`src/rtl/y86_pkg.sv`:
```
// y86_pkg: Y86-64 icodes, register IDs, status codes and the D/E pipeline bundle.
package y86_pkg;
    localparam int DATA_W = 64;
    localparam logic [3:0] I_HALT   = 4'h0;
    localparam logic [3:0] I_NOP    = 4'h1;
    localparam logic [3:0] I_RRMOVQ = 4'h2;
    localparam logic [3:0] I_IRMOVQ = 4'h3;
    localparam logic [3:0] I_RMMOVQ = 4'h4;
    localparam logic [3:0] I_MRMOVQ = 4'h5;
    localparam logic [3:0] I_OPQ    = 4'h6;
    localparam logic [3:0] I_JXX    = 4'h7;
    localparam logic [3:0] I_CALL   = 4'h8;
    localparam logic [3:0] I_RET    = 4'h9;
    localparam logic [3:0] I_PUSHQ  = 4'hA;
    localparam logic [3:0] I_POPQ   = 4'hB;
    localparam logic [3:0] RSP_ID   = 4'd7;
    localparam logic [3:0] RNONE    = 4'hF;
    localparam logic [2:0] S_AOK    = 3'd1;
    localparam logic [2:0] S_HLT    = 3'd2;
    localparam logic [2:0] S_ADR    = 3'd3;
    localparam logic [2:0] S_INS    = 3'd4;
    typedef struct packed {
        logic [2:0]        stat;
        logic [3:0]        icode;
        logic [3:0]        ifun;
        logic [DATA_W-1:0] valc;
        logic [DATA_W-1:0] vala;
        logic [DATA_W-1:0] valb;
        logic [3:0]        dste;
        logic [3:0]        dstm;
        logic [3:0]        srca;
        logic [3:0]        srcb;
    } de_t;
    localparam de_t DE_BUBBLE = '{stat: S_AOK, icode: I_NOP, ifun: 4'h0, valc: '0, vala: '0, valb: '0,
                                  dste: RNONE, dstm: RNONE, srca: RNONE, srcb: RNONE};
endpackage

```
`src/rtl/fwd_select.sv`:
```
// fwd_select: picks the newest in-flight value for one source register, else the register-file read.
module fwd_select
    import y86_pkg::*;
(
    input  logic [3:0]        src,
    input  logic [3:0]        e_dstE,
    input  logic [3:0]        M_dstM,
    input  logic [3:0]        M_dstE,
    input  logic [3:0]        W_dstM,
    input  logic [3:0]        W_dstE,
    input  logic [DATA_W-1:0] e_valE,
    input  logic [DATA_W-1:0] m_valM,
    input  logic [DATA_W-1:0] M_valE,
    input  logic [DATA_W-1:0] W_valM,
    input  logic [DATA_W-1:0] W_valE,
    input  logic [DATA_W-1:0] rval,
    output logic [DATA_W-1:0] val
);
    // RNONE short-circuits so an unused port never picks up a stage that also writes nothing
    assign val = (src == RNONE)  ? rval   :
                 (src == e_dstE) ? e_valE :
                 (src == M_dstM) ? m_valM :
                 (src == M_dstE) ? M_valE :
                 (src == W_dstM) ? W_valM :
                 (src == W_dstE) ? W_valE : rval;
endmodule

```
`src/rtl/decode_regread.sv`:
```
// decode_regread: Y86-64 decode/register-read stage with forwarding, load-use stall and D/E register.
module decode_regread
    import y86_pkg::*;
(
    input  logic              clk,
    input  logic              rst,
    input  logic [2:0]        d_stat,
    input  logic [3:0]        d_icode,
    input  logic [3:0]        d_ifun,
    input  logic [3:0]        d_rA,
    input  logic [3:0]        d_rB,
    input  logic [DATA_W-1:0] d_valC,
    input  logic [DATA_W-1:0] d_valP,
    output logic [3:0]        srcA,
    output logic [3:0]        srcB,
    input  logic [DATA_W-1:0] rvalA,
    input  logic [DATA_W-1:0] rvalB,
    input  logic [3:0]        e_dstE,
    input  logic [DATA_W-1:0] e_valE,
    input  logic [3:0]        M_dstE,
    input  logic [3:0]        M_dstM,
    input  logic [DATA_W-1:0] M_valE,
    input  logic [DATA_W-1:0] m_valM,
    input  logic [3:0]        W_dstE,
    input  logic [3:0]        W_dstM,
    input  logic [DATA_W-1:0] W_valE,
    input  logic [DATA_W-1:0] W_valM,
    input  logic              e_mispredict,
    input  logic              e_hold,
    output logic              d_stall,
    output logic [2:0]        E_stat,
    output logic [3:0]        E_icode,
    output logic [3:0]        E_ifun,
    output logic [DATA_W-1:0] E_valC,
    output logic [DATA_W-1:0] E_valA,
    output logic [DATA_W-1:0] E_valB,
    output logic [3:0]        E_dstE,
    output logic [3:0]        E_dstM,
    output logic [3:0]        E_srcA,
    output logic [3:0]        E_srcB
);
    de_t de_q, de_d, dec;
    logic [3:0] dstE, dstM;
    logic [DATA_W-1:0] fwd_a, fwd_b;
    assign srcA = (d_icode inside {I_RRMOVQ, I_RMMOVQ, I_OPQ, I_PUSHQ}) ? d_rA :
                  (d_icode inside {I_RET, I_POPQ}) ? RSP_ID : RNONE;
    assign srcB = (d_icode inside {I_RMMOVQ, I_MRMOVQ, I_OPQ}) ? d_rB :
                  (d_icode inside {I_CALL, I_RET, I_PUSHQ, I_POPQ}) ? RSP_ID : RNONE;
    assign dstE = (d_icode inside {I_RRMOVQ, I_IRMOVQ, I_OPQ}) ? d_rB :
                  (d_icode inside {I_CALL, I_RET, I_PUSHQ, I_POPQ}) ? RSP_ID : RNONE;
    assign dstM = (d_icode inside {I_MRMOVQ, I_POPQ}) ? d_rA : RNONE;
    fwd_select u_fwd_a (
        .src(srcA), .e_dstE(e_dstE), .M_dstM(M_dstM), .M_dstE(M_dstE), .W_dstM(W_dstM), .W_dstE(W_dstE),
        .e_valE(e_valE), .m_valM(m_valM), .M_valE(M_valE), .W_valM(W_valM), .W_valE(W_valE),
        .rval(rvalA), .val(fwd_a)
    );
    fwd_select u_fwd_b (
        .src(srcB), .e_dstE(e_dstE), .M_dstM(M_dstM), .M_dstE(M_dstE), .W_dstM(W_dstM), .W_dstE(W_dstE),
        .e_valE(e_valE), .m_valM(m_valM), .M_valE(M_valE), .W_valM(W_valM), .W_valE(W_valE),
        .rval(rvalB), .val(fwd_b)
    );
    // a load in E whose destination is read here cannot be forwarded yet
    assign d_stall = (de_q.icode inside {I_MRMOVQ, I_POPQ}) && (de_q.dstm != RNONE) &&
                     (de_q.dstm == srcA || de_q.dstm == srcB);
    always_comb begin
        dec       = DE_BUBBLE;
        dec.stat  = d_stat;
        dec.icode = d_icode;
        dec.ifun  = d_ifun;
        dec.valc  = d_valC;
        dec.vala  = (d_icode == I_JXX || d_icode == I_CALL) ? d_valP : fwd_a;
        dec.valb  = fwd_b;
        dec.dste  = dstE;
        dec.dstm  = dstM;
        dec.srca  = srcA;
        dec.srcb  = srcB;
    end
    assign de_d = e_hold ? de_q : (e_mispredict || d_stall) ? DE_BUBBLE : dec;
    always_ff @(posedge clk) de_q <= rst ? DE_BUBBLE : de_d;
    assign E_stat  = de_q.stat;
    assign E_icode = de_q.icode;
    assign E_ifun  = de_q.ifun;
    assign E_valC  = de_q.valc;
    assign E_valA  = de_q.vala;
    assign E_valB  = de_q.valb;
    assign E_dstE  = de_q.dste;
    assign E_dstM  = de_q.dstm;
    assign E_srcA  = de_q.srca;
    assign E_srcB  = de_q.srcb;
endmodule
```
`config.mk`:
```
export PLATFORM = sky130hd
export DESIGN_NAME = decode_regread
export DESIGN_NICKNAME = d
export VERILOG_FILES = /design/src/rtl/y86_pkg.sv /design/src/rtl/fwd_select.sv /design/src/rtl/decode_regread.sv
export SDC_FILE = /design/constraint.sdc
export NUM_CORES = 1
export LEC_CHECK = 0
export CORE_AREA = 5 5 329 331
export DETAILED_ROUTE_END_ITERATION = 12
export DIE_AREA = 0 0 334 336
export SLEW_MARGIN = 10
export SYNTH_ARGS = -nofsm -noshare
export SYNTH_HDL_FRONTEND = slang
export SYNTH_SLANG_ARGS = --single-unit
```
`constraint.sdc`:
```
create_clock -name clk -period 2.95 [get_ports clk]
set_input_delay 0.295 -clock clk [delete_from_list [all_inputs] [get_ports clk]]
set_output_delay 0.295 -clock clk [all_outputs]
set_load 0.005 [all_outputs]
```
==> out/qor.yml <==
seq_cell_count: 219
status: "complete, no violations"
syn_area_um2: 16300
met3_usage_pct: 5.13
clock-skew-final_ns: 0.0658
setup_ws_ns: 0.160
reg2reg_to: "E_valB[33]$_SDFFE_PP0N_"
num-nonclk-buffers: 1080
placed_cells: 4309
slew_violations: 0
placeableCoreArea_um2: 105000
async_flop_share_pct: 0
place_area_um2: 27900
insertion_delay_ns: 0.67
drt_iter0_drc: 2019
grt_most_used_layer: "met2"
final_cells: 4385
synthFlopType: "dfxtp_1"
aoi_share_pct: 34.4
crit_buf_inv: 6
synth_area_leader_cell: "dfxtp_1"
nets: 3572
most_common_cell: "dfxtp_1"
ys_area_um2: 16300
vias: 22196
drc_errors: 0
synth_cell_types: 62
m1WireLength_mm: 48.3
numClockSinks: 219
netlist.area_leader.share_pct: 26.9
comb_cells: 1543
yosysWarningCount: 0
tool_warnings: 26
min_period_over_period_pct: 94.6
rsz0062_at_grt: "false"
pre_cts_slack_ns: -0.699
==> images/closeup.png <==
Region (147, 81) to (187, 121) um. Cells in grey, sequential cells in the stronger grey; small squares are vias.
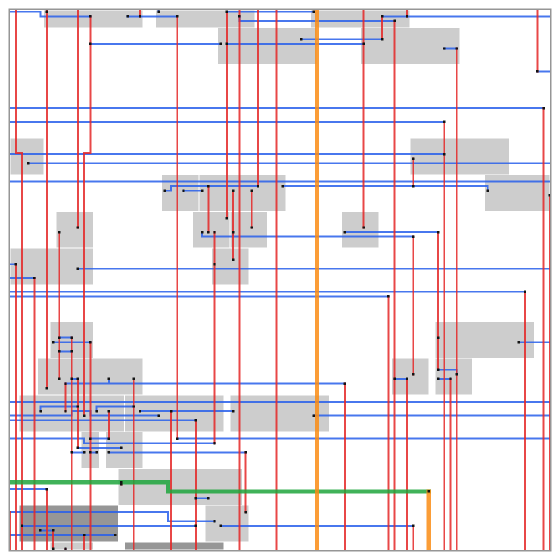
M2: marked red. M3: marked green. M4: marked orange. M1: marked blue.
Most frequent: buf_12 (8), buf_4 (8). 25 logic cells have their middle in the window. Sequential cells in the window: 1. Netlist names of flops here include `E_dstM` (1).

==> images/m3.png <==
Scale bar: 100 um.
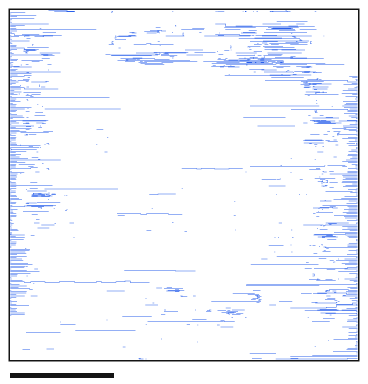
The wires run mostly horizontal. The layer carries 10600 um of wire. The longest straight run is 107 um. The layer holds 8.8% of the routed length.

